$ cat src/rtl/bpu_pkg.sv
// Shared constants, state encoding and helpers for the instruction fetch unit.
// Optional build macro BPU_FETCH_PERF_EN is consumed by bpu_inst_fetch.
package bpu_pkg;

  localparam int unsigned BPU_ADDR_W       = 16;
  localparam int unsigned BPU_INST_W       = 16;
  localparam int unsigned FETCH_FIFO_DEPTH = 4;
  localparam logic [4:0]  OPC_HALT         = 5'b11111;

  typedef enum logic [1:0] {
    StIdle,
    StFetch,
    StDrain
  } fetch_state_e;

  function automatic logic is_halt(input logic [BPU_INST_W-1:0] word);
    return word[BPU_INST_W-1 -: 5] == OPC_HALT;
  endfunction

endpackage

$ cat src/rtl/bpu_fetch_fifo.sv
// Small synchronous FIFO with flush; head is presented combinationally, zero when empty.
module bpu_fetch_fifo #(
  parameter int unsigned Depth = 4,
  parameter int unsigned Width = 32
) (
  input  logic                         clk,
  input  logic                         rst_n,
  input  logic                         flush,
  input  logic                         wr_en,
  input  logic [Width-1:0]             wr_data,
  input  logic                         rd_en,
  output logic [Width-1:0]             rd_data,
  output logic                         empty,
  output logic                         full,
  output logic [$clog2(Depth+1)-1:0]   count
);

  localparam int unsigned PtrW = (Depth > 1) ? $clog2(Depth) : 1;
  localparam int unsigned CntW = $clog2(Depth + 1);

  logic [Width-1:0] mem [Depth];
  logic [PtrW-1:0]  wr_ptr, rd_ptr;
  logic             do_wr, do_rd;

  assign empty   = (count == '0);
  assign full    = (count == CntW'(Depth));
  assign do_rd   = rd_en && !empty;
  // A full FIFO still accepts a write when a read frees a slot in the same cycle.
  assign do_wr   = wr_en && (!full || do_rd);
  assign rd_data = empty ? '0 : mem[rd_ptr];

  function automatic logic [PtrW-1:0] ptr_inc(input logic [PtrW-1:0] p);
    return (p == PtrW'(Depth - 1)) ? '0 : p + 1'b1;
  endfunction

  always_ff @(posedge clk or negedge rst_n) begin
    if (!rst_n) begin
      wr_ptr <= '0;
      rd_ptr <= '0;
      count  <= '0;
    end else if (flush) begin
      wr_ptr <= '0;
      rd_ptr <= '0;
      count  <= '0;
    end else begin
      if (do_wr) wr_ptr <= ptr_inc(wr_ptr);
      if (do_rd) rd_ptr <= ptr_inc(rd_ptr);
      unique case ({do_wr, do_rd})
        2'b10:   count <= count + 1'b1;
        2'b01:   count <= count - 1'b1;
        default: count <= count;
      endcase
    end
  end

  always_ff @(posedge clk) begin
    if (do_wr && !flush) mem[wr_ptr] <= wr_data;
  end

endmodule

$ cat src/rtl/bpu_inst_fetch.sv
// Instruction fetch: issues SRAM reads ahead into a 4-entry FIFO, handles redirect and HALT.
// Define BPU_FETCH_PERF_EN to add the saturating stall_cnt output.
module bpu_inst_fetch
  import bpu_pkg::*;
(
  input  logic                  clk,
  input  logic                  rst_n,
  input  logic                  start,
  input  logic [BPU_ADDR_W-1:0] start_addr,
  input  logic                  redirect,
  input  logic [BPU_ADDR_W-1:0] redirect_addr,
  output logic                  isram_en,
  output logic [BPU_ADDR_W-1:0] isram_addr,
  input  logic [BPU_INST_W-1:0] isram_rdata,
  output logic [BPU_INST_W-1:0] inst,
  output logic [BPU_ADDR_W-1:0] inst_pc,
  output logic                  inst_valid,
  input  logic                  inst_ready,
  output logic                  busy
`ifdef BPU_FETCH_PERF_EN
  ,
  output logic [31:0]           stall_cnt
`endif
);

  localparam int unsigned EntryW = BPU_ADDR_W + BPU_INST_W;
  localparam int unsigned CntW   = $clog2(FETCH_FIFO_DEPTH + 1);

  fetch_state_e          state;
  logic [BPU_ADDR_W-1:0] fetch_pc;
  logic                  epoch, req_epoch, rsp_epoch;
  logic                  rsp_valid;
  logic [BPU_ADDR_W-1:0] rsp_addr;
  logic [CntW-1:0]       fifo_count;
  logic                  fifo_empty, fifo_full;
  logic [EntryW-1:0]     fifo_head;
  logic                  redirect_act, rsp_ok, halt_hit, enq, deq, can_issue;

  assign redirect_act = redirect && (state != StIdle);
  // Responses tagged with a stale epoch belong to a flushed stream.
  assign rsp_ok       = rsp_valid && (rsp_epoch == epoch) && (state == StFetch);
  assign halt_hit     = rsp_ok && is_halt(isram_rdata);
  assign enq          = rsp_ok && !redirect_act;
  assign deq          = inst_valid && inst_ready;
  // Credit check counts every outstanding read, so the FIFO can never overflow.
  assign can_issue    = (state == StFetch) && !halt_hit && !redirect_act &&
                        ((32'(fifo_count) + 32'(isram_en) + 32'(rsp_valid)) < FETCH_FIFO_DEPTH);

  assign inst_valid   = !fifo_empty;
  assign {inst_pc, inst} = fifo_head;
  assign busy         = (state != StIdle);

  bpu_fetch_fifo #(
    .Depth (FETCH_FIFO_DEPTH),
    .Width (EntryW)
  ) u_fifo (
    .clk     (clk),
    .rst_n   (rst_n),
    .flush   (redirect_act),
    .wr_en   (enq),
    .wr_data ({rsp_addr, isram_rdata}),
    .rd_en   (deq),
    .rd_data (fifo_head),
    .empty   (fifo_empty),
    .full    (fifo_full),
    .count   (fifo_count)
  );

  always_ff @(posedge clk or negedge rst_n) begin
    if (!rst_n) begin
      state      <= StIdle;
      fetch_pc   <= '0;
      epoch      <= 1'b0;
      isram_en   <= 1'b0;
      isram_addr <= '0;
      req_epoch  <= 1'b0;
      rsp_valid  <= 1'b0;
      rsp_epoch  <= 1'b0;
      rsp_addr   <= '0;
    end else begin
      isram_en  <= can_issue;
      req_epoch <= epoch;
      rsp_valid <= isram_en;
      rsp_epoch <= req_epoch;
      rsp_addr  <= isram_addr;
      if (can_issue) begin
        isram_addr <= fetch_pc;
        fetch_pc   <= fetch_pc + 1'b1;
      end
      if (redirect_act) begin
        epoch    <= ~epoch;
        fetch_pc <= redirect_addr;
        state    <= StFetch;
      end else begin
        unique case (state)
          StIdle: begin
            if (start) begin
              fetch_pc <= start_addr;
              state    <= StFetch;
            end
          end
          StFetch: begin
            if (halt_hit) state <= StDrain;
          end
          StDrain: begin
            if (deq && is_halt(inst)) state <= StIdle;
          end
          default: state <= StIdle;
        endcase
      end
    end
  end

`ifdef BPU_FETCH_PERF_EN
  always_ff @(posedge clk or negedge rst_n) begin
    if (!rst_n) begin
      stall_cnt <= '0;
    end else if ((state == StIdle) && start) begin
      stall_cnt <= '0;
    end else if (busy && !inst_valid && (stall_cnt != '1)) begin
      stall_cnt <= stall_cnt + 1'b1;
    end
  end
`endif

endmodule

$ cat config.mk
export PLATFORM = sky130hd
export DESIGN_NAME = bpu_inst_fetch
export DESIGN_NICKNAME = d
export VERILOG_FILES = /design/src/rtl/bpu_pkg.sv /design/src/rtl/bpu_fetch_fifo.sv /design/src/rtl/bpu_inst_fetch.sv
export SDC_FILE = /design/constraint.sdc
export NUM_CORES = 1
export LEC_CHECK = 0
export CAP_MARGIN = 0
export CORE_ASPECT_RATIO = 2
export CORE_MARGIN = 2
export CORE_UTILIZATION = 45
export CTS_CLUSTER_SIZE = 14
export DETAILED_ROUTE_END_ITERATION = 10
export DONT_BUFFER_PORTS = 1
export GPL_ROUTABILITY_DRIVEN = 0
export PLACE_DENSITY = 0.6
export SYNTH_ARGS = -nofsm -noshare
export SYNTH_HDL_FRONTEND = slang
export SYNTH_SLANG_ARGS = --single-unit
$ cat constraint.sdc
create_clock -name clk -period 4.88 [get_ports clk]
set_input_delay 1.22 -clock clk [delete_from_list [all_inputs] [get_ports clk]]
set_output_delay 1.22 -clock clk [all_outputs]
set_load 0.01 [all_outputs]
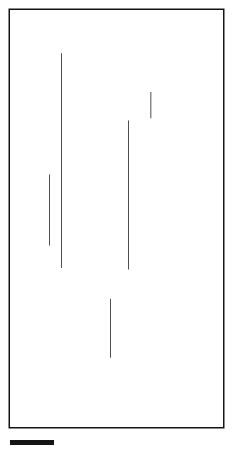
Fig. 1. Met4 routing (run 1).
Scale bar: 20 µm.
wire length on this layer: 235 µm
main direction: vertical
share of all routed wire: 1.6%
longest straight run: 97.2 µm
nets with wire on the layer: 3
DR vias: 3845
drt total wl: 14.7 mm

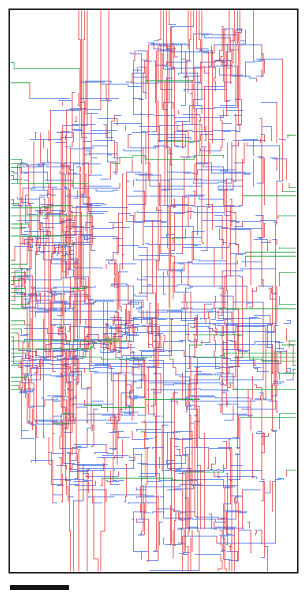
Fig. 2. Signal wires by layer (run 1).
Scale bar: 20 µm.
legend:
  met3:
    color: green
    wire_length: 779 µm
  met1:
    color: blue
    wire_length: 5260 µm
  met2:
    color: red
    wire_length: 8420 µm
  met4:
    color: orange
    wire_length: 235 µm
DR WL/cell: 21.7 µm
Tot GR Track Use: 17.0%

==> impl_metrics.csv, run 1 <==
group,metric,value,unit
outcome,status,"complete, no violations",
global_routing,busiest_layer,"met2",
worst_hold_path,holdPathEnd,"rsp_epoch",
worst_setup_path,timing.rr.start,"u_fifo.count[0]",
synthesis,ys_sh_xor,1.47,%
cells_and_area,sh_seq_area,63.3,%
cells_and_area,fin_area,8530,µm²
timing,setup_viol,0,
power,p_clk_share,28.4,%
timing,skew,0.0134,ns
cells_and_area,comb.multi_input.count,238,
worst_setup_path,critPathCaptureType,"output port",
power,p_int,3.40,mW
clocking,clock_latency,0.43,ns
floorplanning,io_pins,104,
cells_and_area,dominant_cells,"flip-flops and latches",
synthesis,ys_sh_aoi,3.70,%
worst_setup_path,cp_top_family,"flip-flops",
worst_hold_path,hp-start,"req_epoch",
clocking,postCtsSetupBuffers,0,
detailed_routing,ant_nets,0,
worst_setup_path,reg2reg_to,"u_fifo.count[2]",
detailed_routing,via_per_inst,5.69,
worst_setup_path,startpoint_type,"flip-flop",
worst_setup_path,endpoint,"inst[12]",
floorplanning,die_h,189,µm
synthesis,yosys.area.top_type,"edfxtp_1",
power,seqPwrFrac,48.2,%
cells_and_area,flop_area,5400,µm²
synthesis,yosysWarnings,0,
detailed_routing,drc,0,
timing,fmax,0.271,GHz
global_routing,grtUsageMet3,4.65,%
clocking,post_cts_resize_count,0,
cells_and_area,drive_gt1_share,20.9,%
global_routing,met1_usage,18.1,%
worst_setup_path,path_cells,"buf_4, mux4_2, and2_1",
power,powerSeq,2.42,mW
synthesis,synth-async-reset-ratio,32.6,%
worst_setup_path,cpPeakStageDelay,0.84,ns
worst_hold_path,min_path_type,"flip-flop to flip-flop",
placed_design,dpl_cell_area,7910,µm²
cells_and_area,n_antenna_cell,0,
placed_design,place_inst,644,
placed_design,post-place-ws,1.36,ns
cells_and_area,top_register,"u_fifo.mem",
timing,finalCritPeriodShare,75.6,%
job,cap_violations,0,
clocking,cts_buffers,17,
global_routing,grt_pass1_vias,4171,
synthesis,synthDominantCellAreaShare,49.7,%
floorplanning,die_area,18300,µm²
power,finalPower,5.02,mW
synthesis,synthesis.area,7730,µm²
timing,hold_violations,0,
cells_and_area,nonClockInverterCount,7,
synthesis,ys.flops,190,
worst_setup_path,crit_type,"flip-flop to output port",
clocking,postCtsHoldBufs,0,
floorplanning,nWellTaps,207,
synthesis,adder_share,1.39,%
detailed_routing,dr_wl_met2,8.42,mm
global_routing,met2_usage,31.7,%
worst_setup_path,worstPathRequired,3.66,ns
cells_and_area,lay_top_cells,"edfxtp_1 (128), dfrtp_1 (61), and2_1 (38)",
cells_and_area,design.seq.count,190,
timing,whs,0.361,ns
worst_setup_path,cp_max_fo,23,
detailed_routing,top_layer,"met4",
detailed_routing,wl_met1,5.26,mm
timing,slew-limit-headroom,32.4,%
power,p_clk,1.42,mW
global_routing,antenna_found_initial,0,
worst_hold_path,whs_path_depth,0,
worst_setup_path,rr_worst_depth,7,
timing,fin_ws,1.19,ns
floorplanning,fp_util,46.1,%
clocking,clk_path_buf_depth,2,
cells_and_area,syn2layout_area_growth,10.2,%
synthesis,syn_nets,518,
synthesis,mux_share,12.4,%
global_routing,grt_pass1_wl,23.5,mm
floorplanning,rows,67,
timing,tns,0,ns
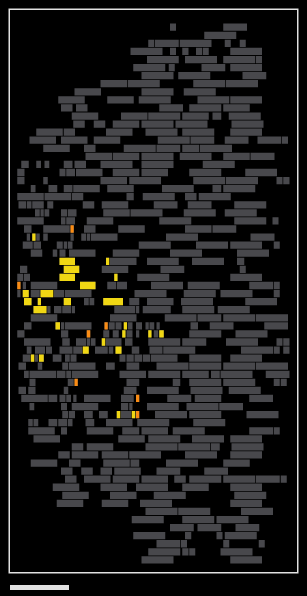
Fig. 3. Gate families picked out (run 1).
Scale bar: 20 µm.
legend:
  inverters:
    color: orange
    cells: 7
    most_used: inv_1
  NOR gates:
    color: yellow
    cells: 26
    most_used: nor2_1
Post-Layout Cell Count: 676
Comb area share: 25.9%
Commonest Layout Cell: edfxtp_1

==> run 1 -> run 2 <==
==> constraint.sdc (replaced) <==
create_clock -name clk -period 3.55 [get_ports clk]
set_input_delay 0.8875 -clock clk [delete_from_list [all_inputs] [get_ports clk]]
set_output_delay 0.8875 -clock clk [all_outputs]
set_load 0.01 [all_outputs]
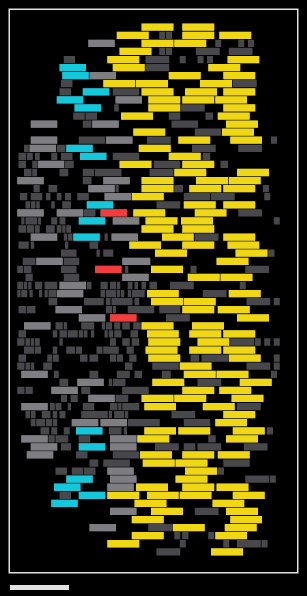
Fig. 4. Where the registers sit (run 2).
Scale bar: 20 µm. Other sequential cells in the stronger gray, the rest of the logic in the fainter gray.
legend:
  isram_addr:
    color: cyan
    placed_flops: 16
  u_fifo.count:
    color: red
    placed_flops: 3
  u_fifo.mem:
    color: yellow
    placed_flops: 128
final core occ: 51.1%
sequential cell power: 3.27 mW
register area: 5400 µm²

==> impl_metrics.csv, run 2 <==
group,metric,value,unit
outcome,status,"complete, no violations",
cells_and_area,sh_comb_area,25.8,%
synthesis,adder_share,1.39,%
worst_setup_path,cp_top_family,"flip-flops",
detailed_routing,wl,14.6,mm
detailed_routing,via_per_inst,5.66,
global_routing,grt_pass1_vias,4133,
cells_and_area,drive_gt1_share,22.3,%
worst_setup_path,startpoint_type,"flip-flop",
cells_and_area,fin_area,8570,µm²
worst_hold_path,min_path_type,"input pin to asynchronous set/reset pin",
clocking,clock_latency,0.42,ns
detailed_routing,vias,3886,
timing,setup_viol,0,
floorplanning,die_h,189,µm
synthesis,synth-async-reset-ratio,32.6,%
worst_setup_path,cp_max_fo,14,
clocking,clk_path_buf_depth,2,
cells_and_area,design.seq.count,190,
worst_setup_path,reg2reg_to,"u_fifo.count[2]",
clocking,post_cts_resize_count,0,
floorplanning,fp_util,46.1,%
cells_and_area,nonClockInverterCount,7,
cells_and_area,syn2layout_area_growth,10.8,%
power,finalPower,6.83,mW
global_routing,grtUsageMet3,5.20,%
power,p_clk,1.84,mW
clocking,cts_buffers,17,
cells_and_area,sh_seq_area,62.9,%
synthesis,ys.flops,190,
timing,skew,0.0107,ns
floorplanning,rows,67,
cells_and_area,comb.multi_input.count,238,
placed_design,post-place-ws,0.635,ns
detailed_routing,dr_wl_met2,8.28,mm
worst_setup_path,timing.rr.start,"state[1]",
timing,finalCritPeriodShare,85.7,%
worst_setup_path,cpPeakStageDelay,0.65,ns
global_routing,met1_usage,16.5,%
power,p_int,4.63,mW
floorplanning,nWellTaps,207,
power,p_clk_share,27.0,%
clocking,postCtsHoldBufs,0,
synthesis,synthesis.area,7730,µm²
job,cap_violations,0,
synthesis,synthDominantCellAreaShare,49.7,%
clocking,postCtsSetupBuffers,0,
detailed_routing,drc,0,
synthesis,syn_nets,518,
cells_and_area,dominant_cells,"flip-flops and latches",
worst_setup_path,rr_worst_depth,7,
cells_and_area,finalNonFillerCells,686,
synthesis,yosys.area.top_type,"edfxtp_1",
timing,fmax,0.329,GHz
global_routing,busiest_layer,"met2",
worst_setup_path,critPathCaptureType,"output port",
worst_setup_path,path_cells,"buf_4, mux4_2, and2_1",
detailed_routing,avgRoutedWirePerCell,21.2,µm
No activity file was given, so power comes from the tool's default toggle rates.
